$ cat src/rtl/mem_port_arbiter.sv
// Two-requester arbiter for the shared instruction/data memory port of the multicycle core.
// Port 0 is the CPU datapath, port 1 the program loader; each access holds memory for MEM_LAT cycles.
module mem_port_arbiter #(
  parameter int WIDTH   = 32,
  parameter int ADDR_W  = 32,
  parameter int MEM_LAT = 2
) (
  input  logic              clk,
  input  logic              rst,
  input  logic              cpu_req,
  input  logic              cpu_we,
  input  logic [ADDR_W-1:0] cpu_addr,
  input  logic [WIDTH-1:0]  cpu_wdata,
  output logic              cpu_ack,
  output logic [WIDTH-1:0]  cpu_rdata,
  output logic              cpu_stall,
  input  logic              ldr_req,
  input  logic              ldr_we,
  input  logic [ADDR_W-1:0] ldr_addr,
  input  logic [WIDTH-1:0]  ldr_wdata,
  input  logic              ldr_lock,
  output logic              ldr_ack,
  output logic [WIDTH-1:0]  ldr_rdata,
  output logic [ADDR_W-1:0] mem_addr,
  output logic [WIDTH-1:0]  mem_wdata,
  output logic              mem_we,
  output logic              mem_re,
  input  logic [WIDTH-1:0]  mem_rdata,
  output logic              busy,
  output logic [1:0]        fsm_state
);

  // Handshake: a requester holds req/we/addr/wdata until its ack, which pulses for one
  // cycle in RESP; a request dropped after grant still completes and still acks.

  localparam logic [1:0] IDLE   = 2'd0;
  localparam logic [1:0] ACCESS = 2'd1;
  localparam logic [1:0] RESP   = 2'd2;
  localparam logic [3:0] LAT_M1 = 4'(MEM_LAT - 1);

  logic [1:0] state;
  logic       owner;
  logic       last_gnt;
  logic       we_r;
  logic [3:0] count;
  logic       cpu_elig;
  logic       grant;
  logic       gnt_sel;

  assign cpu_elig = cpu_req & ~ldr_lock;
  assign grant    = cpu_elig | ldr_req;

  // On a tie the side that did not win last time gets the port.
  always_comb begin
    gnt_sel = ldr_req;
    if (cpu_elig && ldr_req) gnt_sel = ~last_gnt;
  end

  always_ff @(posedge clk or negedge rst) begin
    if (!rst) begin
      state     <= IDLE;
      owner     <= 1'b0;
      last_gnt  <= 1'b1;
      we_r      <= 1'b0;
      count     <= 4'd0;
      mem_addr  <= '0;
      mem_wdata <= '0;
      cpu_rdata <= '0;
      ldr_rdata <= '0;
    end else begin
      case (state)
        IDLE: begin
          if (grant) begin
            owner     <= gnt_sel;
            last_gnt  <= gnt_sel;
            we_r      <= gnt_sel ? ldr_we : cpu_we;
            mem_addr  <= gnt_sel ? ldr_addr : cpu_addr;
            mem_wdata <= gnt_sel ? ldr_wdata : cpu_wdata;
            count     <= LAT_M1;
            state     <= ACCESS;
          end
        end
        ACCESS: begin
          if (count == 4'd0) begin
            if (!we_r) begin
              if (owner) ldr_rdata <= mem_rdata;
              else       cpu_rdata <= mem_rdata;
            end
            state <= RESP;
          end else begin
            count <= count - 4'd1;
          end
        end
        RESP:    state <= IDLE;
        default: state <= IDLE;
      endcase
    end
  end

  // count still holds its load value only in the first ACCESS cycle.
  assign mem_we    = (state == ACCESS) & we_r & (count == LAT_M1);
  assign mem_re    = (state == ACCESS) & ~we_r;
  assign cpu_ack   = (state == RESP) & ~owner;
  assign ldr_ack   = (state == RESP) & owner;
  assign cpu_stall = cpu_req & ~cpu_ack;
  assign busy      = (state != IDLE);
  assign fsm_state = state;

endmodule

$ cat config.mk
export PLATFORM = sky130hd
export DESIGN_NAME = mem_port_arbiter
export DESIGN_NICKNAME = d
export VERILOG_FILES = /design/src/rtl/mem_port_arbiter.sv
export SDC_FILE = /design/constraint.sdc
export NUM_CORES = 1
export LEC_CHECK = 0
export CAP_MARGIN = 15
export CORE_ASPECT_RATIO = 1.75
export CORE_MARGIN = 1.5
export CORE_UTILIZATION = 35
export CTS_BUF_LIST = sky130_fd_sc_hd__clkbuf_16
export CTS_CLUSTER_DIAMETER = 30
export DETAILED_ROUTE_END_ITERATION = 8
export PLACE_DENSITY = 0.84
export SKIP_CTS_REPAIR_TIMING = 1
export SYNTH_ARGS = -nofsm -noshare
export SYNTH_HDL_FRONTEND = slang
export SYNTH_SLANG_ARGS = --single-unit
$ cat constraint.sdc
create_clock -name clk -period 4.2 [get_ports clk]
set_clock_uncertainty 0.1 [all_clocks]
set_input_delay 0.63 -clock clk [delete_from_list [all_inputs] [get_ports clk]]
set_output_delay 0.63 -clock clk [all_outputs]
set_load 0.005 [all_outputs]
==> deck_impl_summary.md, run 1 <==
Key Metrics from the Run

Critical path
  – Crit Path Class: reg2out
  – Endpoint arrival time on the critical path: 1.85 ns
  – Crit path max-delay cell type: sky130_fd_sc_hd__clkdlybuf4s50_1
  – Biggest cell delay along the critical path: 0.51 ns
  – Delay-heaviest family, CP: buffers and inverters
  – Data required time at the worst endpoint: 3.47 ns
  – CP startpoint kind: flop
  – Worst Path Buf+Inv: 1
  – Critical Path Fanout Max: 6
  – Category of the worst setup path capture point: output port
  – List of cells traversed by the critical path: nor4b_2, and3_1, clkdlybuf4s50_1

Clock tree
  – Root cell of the clock tree: sky130_fd_sc_hd__clkbuf_16
  – Number of buffers added by the clock tree synthesis step: 17
  – CTS tree: built
  – Number of H-tree levels: 4
  – Clock Latency Late Sink: 0.40 ns
  – Clock transition at path regs: 0.06 ns
  – Buffer levels on the longest clock path: 2
  – Number of clock sinks seen by CTS: 137

Power and ir drop
  – Pwr Total: 6.63 mW
  – Standby leakage power: 4.03 nW
  – Largest vdd supply drop: 0.294 mV
  – Pwr per Cell Area: 697 nW/um^2

Floorplan
  – Die Wd: 99.7 um
  – Ports placed on the boundary: 303
  – Core Box Area: 16000 sq um
  – Initial cell density of the core: 35.9%
  – Area enclosed by the die boundary: 17200 sq um
  – Vertical die dimension: 172 um
  – Site row count: 61

GRT
  – Grt total ovfl: 0
  – Pin count of the biggest net entering global routing: 75
  – Number of global-route vias before repair: 5402
  – Global-route wire length before repair: 27.3 mm
  – Initial antenna violation count: 1

Finish
  – Share of cells above drive strength 1: 12.4%
  – Area Growth Syn to Fin: 66.2%
  – Antenna cell count: 0
  – Number of nets in the final layout: 1003
  – Dominant logic cell types in the final layout: 301 x sky130_fd_sc_hd__clkdlybuf4s50_1, 136 x sky130_fd_sc_hd__dfrtp_1, 132 x sky130_fd_sc_hd__a21oi_1

Run status
  – Outcome: finished clean

Final timing
  – Worst rel slew slack: 41.8%
  – Final-layout worst hold slack: 0.108 ns
  – Measured slew at the worst slew-check pin: 0.869 ns
  – Final clock period utilization by the worst path: 61.3%
  – Final Hold Violation Tally: 0
  – Period minus WS final: 2.58 ns
  – Highest clock frequency the design can meet: 0.388 GHz
  – Final sum of negative setup slack: 0 ns
  – Max Transition Viols Final: 0
  – Setup violators final: 0
  – RSZ-0062 raised after global routing: no

Yosys
  – Yosys warnings: 0
  – Main logic family after synthesis: multiplexers
  – Nets at Floorplan: 707
  – Commonest register cell after synthesis: sky130_fd_sc_hd__dfrtp_1
  – Part of the Yosys area used for sequential elements: 59.9%
  – Simple logic cell fraction of the synthesized area: 11.3%
  – Post-synthesis mux area share: 12.9%
  – Synth Area in Adders: 0.656%
  – Netlist area before placement: 5720 sq um
  – Post-synthesis share of cell area spent on xor and xnor gates: 0%
  – Asr flop ratio synth: 100%
  – Count of unique library cells instantiated by Yosys: 31
  – EDFF count, synth: 0
  – Yosys Instances: 537
  – Number of cells produced by synthesis: 537
  – Syn_area_per_cell: 10.7 sq um
  – YS chip area: 5720 sq um
  – Post-synthesis compound-gate area fraction: 12.1%
  – Register bit total from synthesis: 137

Route
  – TritonRoute pass-1 iters: 4
  – Total DRC errors in the routed layout: 0
  – Number of routed nets with antenna violations: 0
  – Starting DRT DRC Count: 167
  – Drt via density: 4.97

Placement
  – Routability Congestion: 0.814
  – # port buffers: 302
  – Cell Count Post-Placement: 1003
  – DPL Wire Length: 12.6 mm

Job
  – Tool warnings: 28
  – Max-cap violations: 0

Worst hold path
  – Path class of the lowest-slack min-delay path: in2async
==> run 1: metal layers <==
metal / vias to the layer above / part of all wire (%) / global-route usage (%)
li1: 2418 / - / -
met1: 2447 / 36 / 22.2
met2: 229 / 54 / 36.6
met3: 52 / 6.0 / 5.54
met4: 2 / 4.7 / 10.9
met5: - / 0.046 / 0
==> run 1: state kept, by name, indices dropped and copies added (netlist names) <==
name       count
mem_addr      32
fsm_state      2
we_r           1
owner          1
last_gnt       1
count          4
ldr_rdata     32
mem_wdata     32
cpu_rdata     32
==> run 1: metrics by stage <==
step / util [%] / cell area [sq um] / worst slack, ns
after floorplan: - / 5720 / 2.32
after global routing: 59.6 / 9510 / 1.51
final: 59.6 / 9510 / 1.62
after global placement: 56.0 / 8930 / 1.44
after detailed placement: 56.0 / 8930 / 1.39
after CTS: 59.6 / 9510 / 1.61
==> run 1: where the power goes <==
part / switching, mW / internal (mW) / leakage (nW)
clock: 0.583 / 0.875 / 0.284
combinational: 1.09 / 1.73 / 2.14
sequential: 0.373 / 1.97 / 1.60
total: 2.05 / 4.58 / 4.03
==> run 1: cells in the mapped netlist, drive strengths merged, types with 2 or more instances <==
master	instances	share of area (%)
buf	15	1.6
nor2	69	4.5
inv	4	0.26
mux2i	2	0.35
clkbuf	19	1.2
a21oi	132	12
nor3	2	0.17
nor3b	2	0.46
mux2	64	13
ha	3	0.66
o21ai	3	0.26
nand2	72	4.7
dfrtp	136	59
and2	2	0.24
nor2b	2	0.22
==> run 1: worst register-to-register path: stages (launching register included) <==
cell and delay (ns):
sky130_fd_sc_hd__dfrtp_1 0.44, sky130_fd_sc_hd__nor4b_2 0.31, sky130_fd_sc_hd__and2_2 0.19, sky130_fd_sc_hd__nor3b_4 0.35, sky130_fd_sc_hd__buf_4 0.43, sky130_fd_sc_hd__mux2_2 0.41
==> run 1: cell type report <==
type,count,area (sq um)
Tap cell,189,236
Inverter,4,15.0
Sequential cell,137,3430
Clock buffer,17,425
Timing Repair Buffer,311,3120
Multi-Input combinational cell,362,2130
Clock inverter,15,153
Fill cell,1304,6440
==> run 1: final timing paths <==
path                                           from                        end  slack (ns)  depth (start not counted)
hold reg to reg            cpu_rdata[0]$_DFFE_PN0P_   cpu_rdata[0]$_DFFE_PN0P_        0.38                          1
hold / removal                                  rst   mem_addr[30]$_DFFE_PN0P_        0.11                          1
max in group asynchronous                       rst  mem_wdata[12]$_DFFE_PN0P_        3.03                          2
setup reg to reg           fsm_state[1]$_DFFE_PN0P_  cpu_rdata[17]$_DFFE_PN0P_        1.86                          5
min in group clk           cpu_rdata[0]$_DFFE_PN0P_   cpu_rdata[0]$_DFFE_PN0P_        0.38                          1
setup / recovery           fsm_state[1]$_DFFE_PN0P_                     mem_we        1.62                          3
==> run 1: kinds of logic after synthesis <==
family | Yosys count
fa+ha+maj | 3
flops | 137
simple gates | 156
mux | 66
compound gates | 137
buf+inv | 38
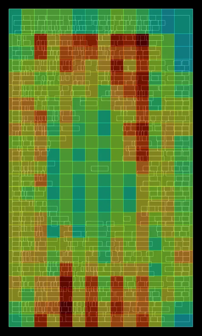
*Routing congestion map, run 1*
per-cell routed wire length: 16.8 um
grt met2 use: 36.6%

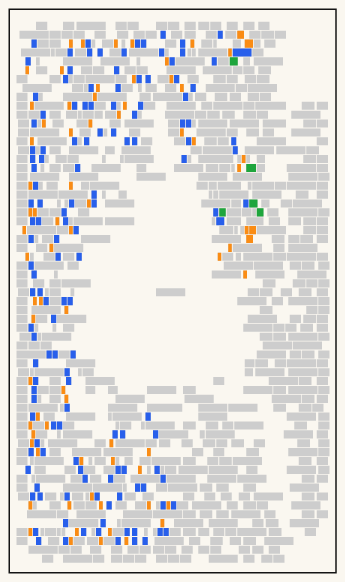
*Gate-type map, run 1*
colour	family	cells	most used
green	AND and OR gates	5	and2_2
blue	inverting AOI/OAI gates	136	a21oi_1
orange	NAND gates	75	nand2_1
non-filler cells in the finished layout: 1035
share of the final layout cell area in multi-input gates: 22.4%
commonest non-fill, non-tap cell in the layout: sky130_fd_sc_hd__clkdlybuf4s50_1

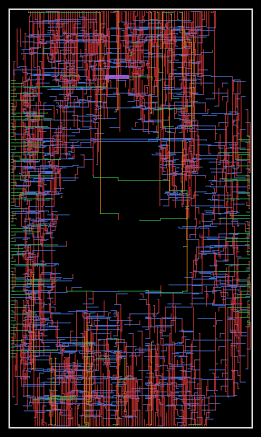
*Metal layers overlaid, run 1*
colour	layer	wire length
green	metal 3	1040 um
red	metal 2	9350 um
purple	metal 5	8.30 um
blue	metal 1	6210 um
orange	metal 4	814 um
GRT Total Usage: 20.6%
wire length reported by the detailed router: 17.4 mm
total vias in the final route: 5148

==> run 2, diff against run 1 <==
- PLACE_DENSITY: 0.84 -> 0.87
- clock period: 4.2 -> 2.15 ns (I/O delays scaled with it)
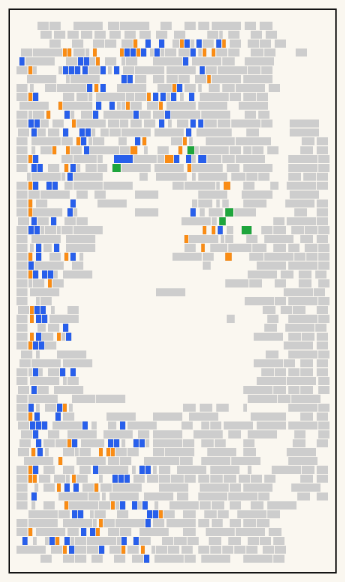
*Gate-type map, run 2*
colour	family	cells	most used
blue	inverting AOI/OAI gates	136	a21oi_1
orange	NAND gates	75	nand2_1
green	AND and OR gates	5	and2_2
non-filler cells in the finished layout: 1050
share of the final layout cell area in multi-input gates: 22.0%

==> run 2 against run 1 <==
Against the previous run: the run now ends with setup timing left; first-iteration DRC count decreased by 7.2%; final cell count up 1.4%; critical path depth unchanged; via count is 1.1% higher; utilization is 1.6 points higher; critical path type unchanged.
==> deck_impl_summary.md, run 2 <==
Key Metrics from the Run

Worst hold path
  – Path class of the lowest-slack min-delay path: in2async

Final timing
  – Final Hold Violation Tally: 0
  – Final setup margin: -0.00847 ns
  – Max Transition Viols Final: 0
  – Final clock period utilization by the worst path: 100%
  – Worst rel slew slack: 71.5%
  – Highest clock frequency the design can meet: 0.463 GHz
  – RSZ-0062 raised after global routing: yes
  – Period minus WS final: 2.16 ns
  – Final sum of negative setup slack: -0.00847 ns
  – Measured slew at the worst slew-check pin: 0.427 ns
  – Setup violators final: 1

Yosys
  – Nets at Floorplan: 707
  – Cell types occupying the most area after synthesis: sky130_fd_sc_hd__dfrtp_1 59%, sky130_fd_sc_hd__a21oi_1 12%, sky130_fd_sc_hd__mux2_2 11%
  – Part of the Yosys area used for sequential elements: 59.9%
  – Number of cells produced by synthesis: 537
  – Commonest register cell after synthesis: sky130_fd_sc_hd__dfrtp_1
  – Yosys Instances: 537
  – YS chip area: 5720 sq um
  – Yosys top cell by instances: sky130_fd_sc_hd__dfrtp_1
  – Dominant cell type by area after synthesis: sky130_fd_sc_hd__dfrtp_1
  – Post-synth top cells: 136 x sky130_fd_sc_hd__dfrtp_1, 132 x sky130_fd_sc_hd__a21oi_1, 72 x sky130_fd_sc_hd__nand2_1
  – EDFF count, synth: 0
  – Top area contributor share: 59.5%
  – Netlist area before placement: 5720 sq um
  – Yosys warnings: 0
  – Count of unique library cells instantiated by Yosys: 31
  – Syn_area_per_cell: 10.7 sq um
  – Register bit total from synthesis: 137
  – Asr flop ratio synth: 100%

Job
  – Tool warnings: 29
  – Max-cap violations: 0

Placement
  – # port buffers: 302
  – DPL Wire Length: 13.3 mm
  – Routability Congestion: 0.837
  – Post-Place Worst Slack: 0.0415 ns

Clock tree
  – Clock Latency Late Sink: 0.41 ns
  – Buffer levels on the longest clock path: 2
  – Number of H-tree levels: 4
  – CTS tree: built
  – Number of clock sinks seen by CTS: 137
  – Clock transition at path regs: 0.06 ns
  – Number of buffers added by the clock tree synthesis step: 17
  – Root cell of the clock tree: sky130_fd_sc_hd__clkbuf_16

Critical path
  – Category of the worst setup path capture point: output port
  – Crit path max-delay cell type: sky130_fd_sc_hd__clkdlybuf4s50_1
  – Critical Path Fanout Max: 6
  – Worst R2R Setup Slack: 0.09 ns
  – Data required time at the worst endpoint: 1.73 ns
  – Endpoint arrival time on the critical path: 1.74 ns
  – CP startpoint kind: flop
  – Crit Reg-Reg Startpoint: fsm_state[1]$_DFFE_PN0P_
  – Endpoint of the most critical register-to-register path: cpu_rdata[11]$_DFFE_PN0P_
  – Crit Path Class: reg2out
  – List of cells traversed by the critical path: nor2_2, inv_1, clkdlybuf4s50_1
  – Count of cells along the worst register-to-register path: 6
  – Start point of the critical path: fsm_state[0]$_DFFE_PN0P_
  – Biggest cell delay along the critical path: 0.49 ns

Route
  – Total DRC errors in the routed layout: 0
  – Drt via density: 4.96
  – TritonRoute pass-1 iters: 4
  – Per-cell routed wire length: 17.1 um
  – Wire length reported by the detailed router: 18.0 mm
  – Starting DRT DRC Count: 155
  – Number of routed nets with antenna violations: 0
  – Total vias in the final route: 5205

GRT
  – GRT Total Usage: 21.0%
  – Global-route wire length before repair: 27.6 mm
  – Pin count of the biggest net entering global routing: 64
  – Initial antenna violation count: 0
  – Grt total ovfl: 0
  – Number of global-route vias before repair: 5350

Power and ir drop
  – Largest vdd supply drop: 0.630 mV
  – Net load switching power: 4.02 mW
  – Combinational Power Share: 42.9%
  – Pwr per Cell Area: 1370 nW/um^2
  – Switching part of the total: 30.1%
  – Flop pwr share: 34.4%
  – Standby leakage power: 4.18 nW
  – Internal: 9.32 mW
  – Part of the total power dissipated in the clock network: 22.6%

Floorplan
  – Ports placed on the boundary: 303
  – Site row count: 61
  – Die Wd: 99.7 um
  – Area enclosed by the die boundary: 17200 sq um
  – Vertical die dimension: 172 um
  – Core Box Area: 16000 sq um
  – Initial cell density of the core: 35.9%

Finish
  – Commonest non-fill, non-tap cell in the layout: sky130_fd_sc_hd__clkdlybuf4s50_1
  – Share of cells above drive strength 1: 14.5%
  – Antenna cell count: 0
  – Dominant logic cell types in the final layout: 298 x sky130_fd_sc_hd__clkdlybuf4s50_1, 133 x sky130_fd_sc_hd__dfrtp_1, 132 x sky130_fd_sc_hd__a21oi_1
  – Number of nets in the final layout: 1018
  – Area Growth Syn to Fin: 70.6%

Run status
  – Outcome: complete, but fails checks
  – Violated checks: setup timing
## run 2: cell count changes in the layout (fill, tap and decap cells not counted), moves of 2 or more
cell,before,now
sky130_fd_sc_hd__buf_12,2,9
sky130_fd_sc_hd__buf_4,7,14
sky130_fd_sc_hd__clkdlybuf4s50_1,301,298
sky130_fd_sc_hd__clkinv_2,1,4
sky130_fd_sc_hd__clkinv_4,4,1
sky130_fd_sc_hd__dfrtp_1,136,133
sky130_fd_sc_hd__dfrtp_2,0,3
sky130_fd_sc_hd__dlymetal6s2s_1,0,3
sky130_fd_sc_hd__inv_6,3,0
sky130_fd_sc_hd__bufinv_16,2,4
sky130_fd_sc_hd__clkinv_1,1,3
sky130_fd_sc_hd__inv_1,6,4
sky130_fd_sc_hd__nor2_1,69,67
sky130_fd_sc_hd__nor2_2,0,2
## run 2: worst max path at each step
stage                                     end  slack [ns]  cells past startpoint
floorplan           cpu_rdata[11]$_DFFE_PN0P_        0.27                      5
global placement      mem_addr[5]$_DFFE_PN0P_        0.08                      7
detailed placement   mem_wdata[3]$_DFFE_PN0P_        0.04                      7
CTS                                    mem_we       -0.20                      3
global route                             busy       -0.05                      3
finish                                   busy      -0.008                      3
## run 2: cell type report
cell class                      instances  area [sq um]
Inverter                                4          15.0
Sequential cell                       137          3430
Multi-Input combinational cell        362          2140
Clock inverter                         15           183
Timing Repair Buffer                  326          3330
Tap cell                              189           236
Clock buffer                           17           425
Fill cell                            1262          6190
## run 2: logic make-up (layout without fill, tap and decap cells)
group / after synthesis / in the layout / synth area share, %
muxes: 66 / 66 / 12.9
and+or+nand+nor: 156 / 156 / 11.3
AOI/OAI and AO/OA: 137 / 137 / 12.1
buffers and inverters: 38 / 362 / 3.06
DFF: 137 / 137 / 59.9
adders and majority gates: 3 / 3 / 0.656
## run 2: power by group through the flow
stage	registers, mW	clock network (mW)	logic [mW]
after floorplan	4.64	0	2.02
after global placement	4.55	0	5.57
after detailed placement	4.61	0	5.72
after CTS	4.59	3.09	5.76
after global routing	4.74	3.20	6.24
final	4.59	3.02	5.73
## run 2: through the flow
stage	util (%)	std cells	area [sq um]	hold slack [ns]	power [mW]
floorplan	-	537	5720	-0.0731	6.66
global placement	57.1	1014	9100	0.156	10.1
detailed placement	57.1	1014	9100	0.153	10.3
CTS	60.9	1046	9710	-0.288	13.4
global route	61.2	1050	9760	0.330	14.2
finish	61.2	1050	9760	0.290	13.3
## run 2: critical path: cells and delay by family, from the launching register on
kind	cells	cell delay, ns
buffers and inverters	2	0.62
DFF	1	0.44
and+or+nand+nor	1	0.26
## run 2: per-layer routing
metal | up-vias | routed length [um] | GRT usage (%)
met2 | 228 | 9890 | 37.4
li1 | 2442 | - | -
met3 | 41 | 853 | 4.61
met4 | 0 | 758 | 12.0
met5 | - | 0 | 0
met1 | 2494 | 6450 | 22.9
==> run 3, diff against run 2 <==
- CORE_ASPECT_RATIO: 1.75 -> not set
- REMOVE_ABC_BUFFERS: not set -> 1
==> run 3 against run 2 <==
Against the previous run: the flow still finishes with violations (setup timing); cell area decreased by 0.92%; final cell count increased by 1.8%; sequential cell count unchanged; global-route usage decreased by 0.15 points; fmax increased by 0.18%; clock power decreased by 6%; sequential power about the same; critical path type unchanged; register-to-register slack improved by 0.11 ns.
==> deck_impl_summary.md, run 3 <==
Key Metrics from the Run

Critical path
  – CP Capture Point: cpu_ack
  – Count of cells along the worst register-to-register path: 5
  – Crit Reg-Reg Startpoint: count[3]$_DFFE_PN0P_
  – Path length in cells of the critical path: 2
  – Delay-heaviest family, CP: buffers and inverters
  – Endpoint arrival time on the critical path: 1.73 ns
  – CP startpoint kind: flop
  – Crit Path Class: reg2out
  – List of cells traversed by the critical path: nor3b_1, clkdlybuf4s50_1
  – Worst Path Buf+Inv: 1
  – Category of the worst setup path capture point: output port
  – Data required time at the worst endpoint: 1.73 ns
  – Crit path max-delay cell type: sky130_fd_sc_hd__clkdlybuf4s50_1
  – Worst R2R Setup Slack: 0.20 ns
  – Endpoint of the most critical register-to-register path: cpu_rdata[0]$_DFFE_PN0P_
  – Critical Path Fanout Max: 6
  – Start point of the critical path: fsm_state[0]$_DFFE_PN0P_
  – Biggest cell delay along the critical path: 0.59 ns

Yosys
  – Part of the Yosys area used for sequential elements: 59.9%
  – Count of unique library cells instantiated by Yosys: 31
  – Asr flop ratio synth: 100%
  – Yosys Instances: 537
  – Post-synth top cells: 136 x sky130_fd_sc_hd__dfrtp_1, 132 x sky130_fd_sc_hd__a21oi_1, 72 x sky130_fd_sc_hd__nand2_1
  – Syn_area_per_cell: 10.7 sq um
  – Dominant cell type by area after synthesis: sky130_fd_sc_hd__dfrtp_1
  – YS chip area: 5720 sq um
  – EDFF count, synth: 0
  – Top area contributor share: 59.5%
  – Number of cells produced by synthesis: 537
  – Cell types occupying the most area after synthesis: sky130_fd_sc_hd__dfrtp_1 59%, sky130_fd_sc_hd__a21oi_1 12%, sky130_fd_sc_hd__mux2_2 11%
  – Yosys top cell by instances: sky130_fd_sc_hd__dfrtp_1
  – Register bit total from synthesis: 137
  – Yosys warnings: 0
  – Commonest register cell after synthesis: sky130_fd_sc_hd__dfrtp_1
  – Netlist area before placement: 5720 sq um

Job
  – Tool warnings: 28
  – Max-cap violations: 0

Finish
  – Number of nets in the final layout: 1010
  – Antenna cell count: 0
  – Share of cells above drive strength 1: 13.5%
  – Number of filler instances in the final layout: 1253
  – Dominant logic cell types in the final layout: 300 x sky130_fd_sc_hd__clkdlybuf4s50_1, 134 x sky130_fd_sc_hd__dfrtp_1, 132 x sky130_fd_sc_hd__a21oi_1
  – Area Growth Syn to Fin: 69.1%
  – Commonest non-fill, non-tap cell in the layout: sky130_fd_sc_hd__clkdlybuf4s50_1

Clock tree
  – Number of H-tree levels: 4
  – Number of clock sinks seen by CTS: 137
  – Number of buffers added by the clock tree synthesis step: 17
  – Buffer levels on the longest clock path: 2
  – CTS tree: built
  – Root cell of the clock tree: sky130_fd_sc_hd__clkbuf_16
  – Clock Latency Late Sink: 0.40 ns
  – Clock transition at path regs: 0.06 ns

Final timing
  – Setup violators final: 1
  – Final setup margin: -0.00465 ns
  – Final clock period utilization by the worst path: 100%
  – Period minus WS final: 2.15 ns
  – Max Transition Viols Final: 0
  – RSZ-0062 raised after global routing: yes
  – Worst rel slew slack: 68.4%
  – Measured slew at the worst slew-check pin: 0.473 ns
  – Final-layout worst hold slack: 0.330 ns
  – Final Hold Violation Tally: 0
  – Highest clock frequency the design can meet: 0.464 GHz

Floorplan
  – Ports placed on the boundary: 303
  – Die Wd: 131 um
  – Initial cell density of the core: 35.9%
  – Vertical die dimension: 131 um
  – Core Box Area: 15900 sq um
  – Site row count: 46
  – Area enclosed by the die boundary: 17100 sq um

GRT
  – Pin count of the biggest net entering global routing: 53
  – Global-route wire length before repair: 27.5 mm
  – Number of global-route vias before repair: 5351
  – Grt total ovfl: 0
  – Initial antenna violation count: 0
  – GRT Total Usage: 20.9%

Route
  – TritonRoute pass-1 iters: 4
  – Number of routed nets with antenna violations: 0
  – Drt via density: 4.84
  – Starting DRT DRC Count: 179
  – Per-cell routed wire length: 16.8 um
  – Total DRC errors in the routed layout: 0

Power and ir drop
  – Switching part of the total: 31.1%
  – Internal: 9.05 mW
  – Standby leakage power: 4.09 nW
  – Largest vdd supply drop: 0.633 mV
  – Pwr per Cell Area: 1360 nW/um^2
  – Net load switching power: 4.08 mW
  – Part of the total power dissipated in the clock network: 21.7%
  – Flop pwr share: 35.2%
  – Pwr Total: 13.1 mW
  – Combinational Power Share: 43.1%

Worst hold path
  – Path class of the lowest-slack min-delay path: in2async

Placement
  – DPL Wire Length: 13.2 mm
  – # port buffers: 302
  – Routability Congestion: 0.829

Run status
  – Violated checks: setup timing
  – Outcome: complete, but fails checks
-- run 3: cell counts after synthesis --
No cell type changed its count.
-- run 3: layer usage --
layer,vias to the layer above,global-route usage [%],part of all wire [%]
li1,2435,-,-
met1,2500,24.1,39
met2,228,36.3,51
met3,15,8.18,9.8
met4,0,5.30,0.83
met5,-,0,0
-- run 3: worst min-delay path by stage --
stage / to / slack, ns / from
4_1_cts: cpu_rdata[29]$_DFFE_PN0P_ / -0.29 / rst
6_report: cpu_rdata[29]$_DFFE_PN0P_ / 0.33 / rst
3_5_place_dp: cpu_rdata[17]$_DFFE_PN0P_ / 0.15 / rst
5_1_grt: ldr_rdata[6]$_DFFE_PN0P_ / 0.34 / rst
3_3_place_gp: ldr_rdata[31]$_DFFE_PN0P_ / 0.14 / rst
2_1_floorplan: count[0]$_DFFE_PN0P_ / -0.07 / rst
-- run 3: power by group through the flow --
stage | Clock, mW | Sequential, mW | Combinational [mW]
finish | 2.85 | 4.61 | 5.66
global route | 3.06 | 4.77 | 6.23
CTS | 2.92 | 4.61 | 5.70
detailed placement | 0 | 4.63 | 5.67
global placement | 0 | 4.53 | 5.49
floorplan | 0 | 4.64 | 2.00
-- run 3: through the flow --
step | setup slack, ns | utilization [%] | cells | TNS [ns] | instance area (sq um)
2_1_floorplan | -1.05 | - | 503 | -87.86 | 5560
3_3_place_gp | 0.180 | 56.8 | 1034 | 0 | 9060
3_5_place_dp | 0.110 | 56.8 | 1034 | 0 | 9060
4_1_cts | -0.170 | 60.4 | 1066 | -0.345 | 9630
5_1_grt | -0.0870 | 60.7 | 1069 | -0.303 | 9670
6_report | -0.00465 | 60.7 | 1069 | -0.00465 | 9670
-- run 3: logic make-up after synthesis --
family	Yosys count	share of synthesized area, %
simple gates	156	11.3
flops	137	59.9
mux	66	12.9
compound gates	137	12.1
fa+ha+maj	3	0.656
buf+inv	38	3.06
-- run 3: final cells by class --
type / instances / area [sq um] / area share [%]
inverter: 4 / 15.0 / 0.155
timing repair buffer: 318 / 3240 / 33.5
clock inverter: 15 / 149 / 1.54
clock buffer: 17 / 425 / 4.40
tap: 216 / 270 / 2.79
multi-input combinational: 362 / 2140 / 22.2
sequential: 137 / 3430 / 35.5
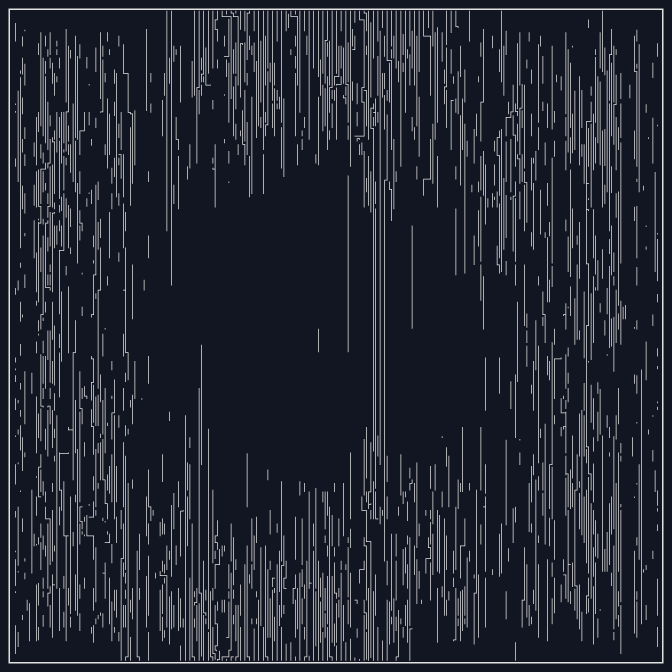
*The metal 2 layer, run 3*
nets with wire on the layer	872
share of all routed wire	51%
main direction	vertical
longest straight run	87.0 um
wire length on this layer	9080 um
total vias in the final route: 5178
grt met2 use: 36.3%
wire length reported by the detailed router: 17.9 mm


==> layout pictures side by side <==
Cell area per tile.
Plate I
The die is cut into 13 by 13 equal tiles; white is low, dark blue is high, 0 to 100% covered.
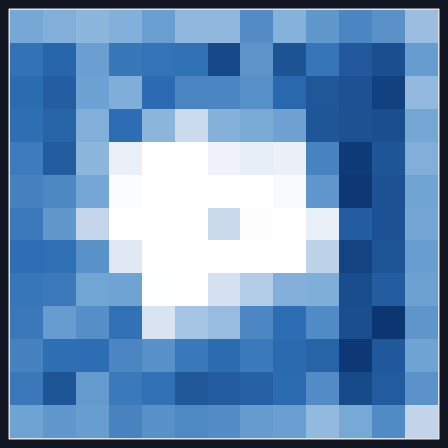
Plate II
The die is cut into 10 by 17 equal tiles; white is low, dark blue is high, 0 to 100% covered.
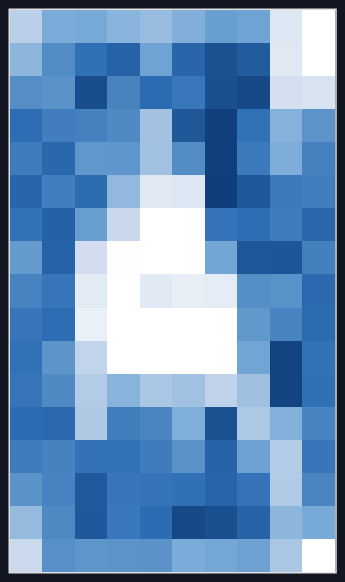
Plate I: run 3
Plate II: run 1

Key to Plate II:
tiles over 75% full	23%
fullest tile	95%
emptiest ninth of the die	centre

Power is estimated from default activity; no workload was simulated.
